<file path="config.mk">
export PLATFORM = sky130hd
export DESIGN_NAME = rca_chunked_addsub
export DESIGN_NICKNAME = d
export VERILOG_FILES = /design/src/rtl/rca_chunked_addsub.sv
export SDC_FILE = /design/constraint.sdc
export NUM_CORES = 1
export LEC_CHECK = 0
export CAP_MARGIN = 20
export CORE_MARGIN = 2
export CORE_UTILIZATION = 35
export CTS_BUF_LIST = sky130_fd_sc_hd__clkbuf_4
export DETAILED_ROUTE_END_ITERATION = 10
export PLACE_DENSITY = 0.58
export SLEW_MARGIN = 20
export SYNTH_ARGS = -nofsm -noshare
export SYNTH_HDL_FRONTEND = slang
export SYNTH_SLANG_ARGS = --single-unit
</file>
<file path="constraint.sdc">
create_clock -name i_clk -period 6.9 [get_ports i_clk]
set_input_delay 0.69 -clock i_clk [delete_from_list [all_inputs] [get_ports i_clk]]
set_output_delay 0.69 -clock i_clk [all_outputs]
set_load 0.02 [all_outputs]
</file>
<file path="src/rtl/rca_chunked_addsub.sv">
// Multi-cycle ripple-carry adder/subtractor: CHUNK bits per clock, LSB chunk first,
// inter-chunk carry kept in a register, valid/ready handshake on both sides.
module rca_chunked_addsub #(
    parameter  int WIDTH      = 36,
    parameter  int CHUNK      = 9,
    localparam int NUM_CHUNKS = WIDTH / CHUNK
) (
    input  logic             i_clk,
    input  logic             i_rst,
    input  logic             i_valid,
    output logic             o_ready,
    input  logic [WIDTH-1:0] i_add_term1,
    input  logic [WIDTH-1:0] i_add_term2,
    input  logic             i_carry,
    input  logic             i_sub,
    output logic             o_valid,
    input  logic             i_ready,
    output logic [WIDTH:0]   o_result,
    output logic             o_overflow
);

    localparam int CNT_W = (NUM_CHUNKS > 1) ? $clog2(NUM_CHUNKS) : 1;
    localparam logic [CNT_W-1:0] LAST_CHUNK = CNT_W'(NUM_CHUNKS - 1);

    generate
        if ((CHUNK < 1) || ((WIDTH % CHUNK) != 0)) begin : g_bad_chunk
            $error("rca_chunked_addsub: WIDTH must be an integer multiple of CHUNK");
        end
    endgenerate

    typedef enum logic [1:0] {
        IDLE = 2'd0,
        RUN  = 2'd1,
        DONE = 2'd2
    } state_t;

    state_t             state;
    logic [CNT_W-1:0]   cnt;
    logic               carry_reg;
    logic [WIDTH-1:0]   a_reg;
    logic [WIDTH-1:0]   b_reg;
    logic [WIDTH-1:0]   sum_reg;

    logic [CHUNK-1:0]   chunk_a;
    logic [CHUNK-1:0]   chunk_b;
    logic [CHUNK-1:0]   chunk_sum;
    logic               chunk_cout;
    logic               carry_msb;
    logic               c;
    int                 chunk_base;
    logic [WIDTH-1:0]   sum_next;

    // Handshake flags are pure decodes of the registered state.
    assign o_ready = (state == IDLE);
    assign o_valid = (state == DONE);

    // One CHUNK-bit ripple chain, reused for every chunk of the operand.
    always_comb begin
        // NOTE: every variable gets a default first so no path leaves it unassigned
        // (which would infer a latch); blocking '=' is right for combinational logic.
        chunk_base = int'(cnt) * CHUNK;
        chunk_a    = a_reg[chunk_base +: CHUNK];
        chunk_b    = b_reg[chunk_base +: CHUNK];
        chunk_sum  = '0;
        carry_msb  = 1'b0;
        c          = carry_reg;
        for (int i = 0; i < CHUNK; i++) begin
            if (i == CHUNK - 1) begin
                carry_msb = c;
            end
            chunk_sum[i] = chunk_a[i] ^ chunk_b[i] ^ c;
            c = (chunk_a[i] & chunk_b[i]) | (c & (chunk_a[i] ^ chunk_b[i]));
        end
        chunk_cout = c;
        sum_next   = sum_reg;
        sum_next[chunk_base +: CHUNK] = chunk_sum;
    end

    always_ff @(posedge i_clk) begin
        if (i_rst) begin
            // NOTE: the operand and partial-sum registers are left out of reset on
            // purpose: each is fully rewritten before it is ever read.
            state      <= IDLE;
            cnt        <= '0;
            carry_reg  <= 1'b0;
            o_result   <= '0;
            o_overflow <= 1'b0;
        end else begin
            // NOTE: non-blocking '<=' for all state so every register samples
            // pre-edge values, independent of statement order.
            case (state)
                IDLE: begin
                    if (i_valid && o_ready) begin
                        a_reg     <= i_add_term1;
                        b_reg     <= i_sub ? ~i_add_term2 : i_add_term2;
                        // Subtract is A + ~B + ~borrow_in.
                        carry_reg <= i_carry ^ i_sub;
                        cnt       <= '0;
                        state     <= RUN;
                    end
                end
                RUN: begin
                    sum_reg   <= sum_next;
                    carry_reg <= chunk_cout;
                    if (cnt == LAST_CHUNK) begin
                        o_result   <= {chunk_cout, sum_next};
                        o_overflow <= carry_msb ^ chunk_cout;
                        state      <= DONE;
                    end else begin
                        cnt <= cnt + 1'b1;
                    end
                end
                DONE: begin
                    if (i_ready) begin
                        state <= IDLE;
                    end
                end
                default: state <= IDLE;
            endcase
        end
    end

endmodule

</file>
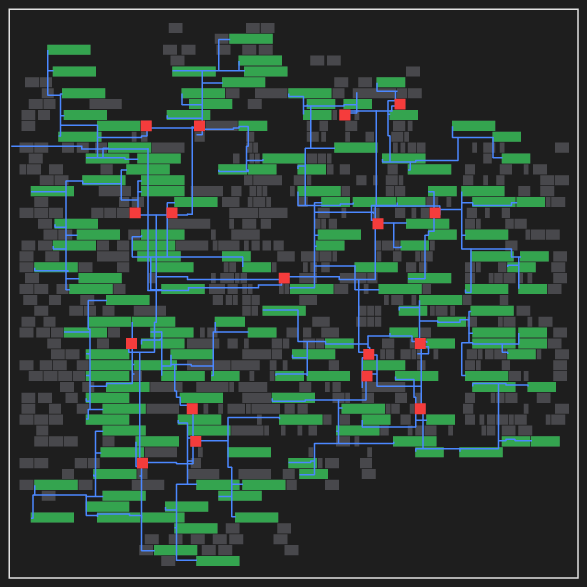
*Routed clock nets over the placement*
Scale: 4 px per um.
Key: blue = clock wires [length 1870 um]; green = flip-flops [count 151]; red = clock-net drivers [count 17]
There are 18 routed clock nets.

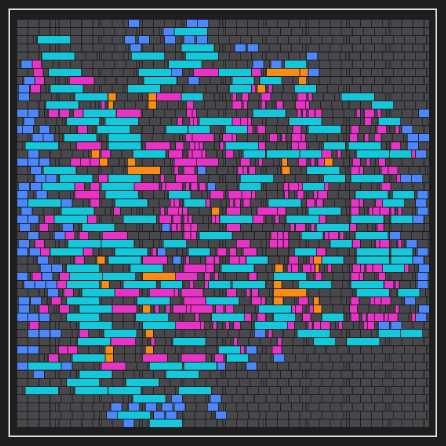
*Placed cells, one color a class*
Scale: 3 px per um. Fill, decap, tap and diode cells in gray.
Key: magenta = remaining logic cells [cells 311, share of their area 30%]; cyan = registers [cells 151, share of their area 51%]; orange = clock drivers and dummy loads [cells 32, share of their area 4.0%]; blue = remaining buffers and delay cells [cells 123, share of their area 15%]

==> GITHUB_STEP_SUMMARY <==
### Flow metrics

| Metric | Value |
|---|---|
| Mapped Nets | slightly below 600 |
| Compound-gate portion of the synthesized area | 0.0595 |
| Share of post-route cells with drive strength above 1 | 0.109 |
| Pin count of the biggest net entering global routing | 73 |
| Worst-path cell chain | mux4_2 -> inv_1 -> fa_1 -> fa_1 -> fa_1 -> fa_1 -> fa_1 -> fa_1 -> inv_1 -> fa_1 -> inv_1 -> fa_1 -> inv_1 -> fa_1 -> a31o_2 -> o21a_1 |
| Crit path max-delay family | adder cells |
| Post-layout net count | 697 |
| Critical path endpoint | o_result[35] |
| Yosys cell types | 34 |
| TritonCTS buffer count | 17 |
| Top cell excl fill/tap | clkdlybuf4s50_1 |
| Worst-Skew Late Latency | 0.54 ns |
| Placeable Area | 18700 um^2 |
| Clk power | between 600 and 700 uW |
| Seq group | 1030 uW |
| DR WL/cell | 16.3 um |
| Initial antenna violation count | 0 |
| Clk sinks | 151 |
| Result of the run | completed |
| Critical Path Start Type | flop |
| Post-route setup TNS | 0 ns |
| Sw frac | 0.236 |
| FP Util | 0.356 |
| Reg power frac | 0.542 |
| Core Rows | 50 |
| First-pass GRT wire length | roughly 23000 um |
| Max incr delay on CP | 0.63 ns |
| MUX area fraction | 0.0625 |
| Worst Path Required | 7.33 ns |
| Slew Limit Fails | 0 |
| Grt total ovfl | 0 |
| Place WS | 1.72 ns |
| Flop-to-flop setup slack | 1.71 ns |
| Vias per cell | 4.82 |
| Largest Register | o_result |
| Worst vdd ir | 0.0000965 V |
| Worst rel slew slack | 0.352 |
| Chip width | ~140 um |
| Most frequent cells in the layout | 116 x clkdlybuf4s50_1, 108 x edfxtp_1, 42 x dfxtp_1, 41 x nand2_1, 38 x nor2_1 |
| Internal Pwr Total | 1450 uW |
| Main logic family | simple AND/OR/NAND/NOR gates |
| DRT iter0 DRCs | 246 |
| Io pins | 118 |
| Fin crit share | 0.752 |
| Final core utilization | 0.445 |
| Setup crit end kind | flop |
| CTS tree | built |
| Total GRT Usage | 0.147 |
| Clock Root Buffer | clkbuf_4 |
| PortBufs | 117 |
| Post-layout min period | 5.19 ns |
| P_leak | 0.00288 uW |
| Log Warnings | 31 |
| DR pass1 iterations | 4 |
| Ys Warns | 0 |
| Crit Path Class | reg2reg |
==> cells in the mapped netlist, drive strengths merged <==
cell type | instances | area share
edfxtp | 108 | 0.49
dfxtp | 43 | 0.13
nand2 | 41 | 0.023
nor2 | 40 | 0.023
nand2b | 36 | 0.034
xor2 | 36 | 0.047
a311oi | 34 | 0.045
nand3b | 27 | 0.030
inv | 23 | 0.013
buf | 21 | 0.018
mux4 | 18 | 0.061
clkbuf | 11 | 0.0062
nand3 | 10 | 0.0075
fa | 9 | 0.027
a21oi | 6 | 0.0045
ha | 6 | 0.011
nor2b | 4 | 0.0038
nor3b | 3 | 0.0066
a31o | 2 | 0.0026
a31oi | 2 | 0.0019
and2b | 2 | 0.0023
and3 | 2 | 0.0019
and3b | 2 | 0.0028
o21a | 2 | 0.0023
xnor2 | 2 | 0.0026
a2111oi | 1 | 0.0023
mux2i | 1 | 0.0015
nor3 | 1 | 0.00075
o21bai | 1 | 0.0011
==> stage by stage <==
step / hold slack (ns) / std cells / instance area, um^2
after floorplan: 0.493 / 494 / 6650
after global placement: 0.472 / 819 / 8010
after detailed placement: 0.477 / 819 / 8010
after CTS: 0.496 / 851 / 8330
after global routing: 0.513 / 851 / 8330
final: 0.487 / 851 / 8330
==> per-layer routing <==
metal	vias up	part of all wire	track usage
met2	118	0.46	0.227
met3	12	0.044	0.0358
li1	2014	-	-
met1	1959	0.48	0.199
met4	0	0.015	0.0589
met5	-	0	0
==> area by class of cell <==
class                      instances  area (um^2)  share of cell area
inverter                          23         86.3              0.0104
sequential                       151         4110               0.493
timing repair buffer             123         1210               0.145
multi-input combinational        288         2310               0.278
tap                              234          293              0.0352
clock inverter                    10          155              0.0186
clock buffer                      22          165              0.0198
Power is estimated from default activity; no workload was simulated.
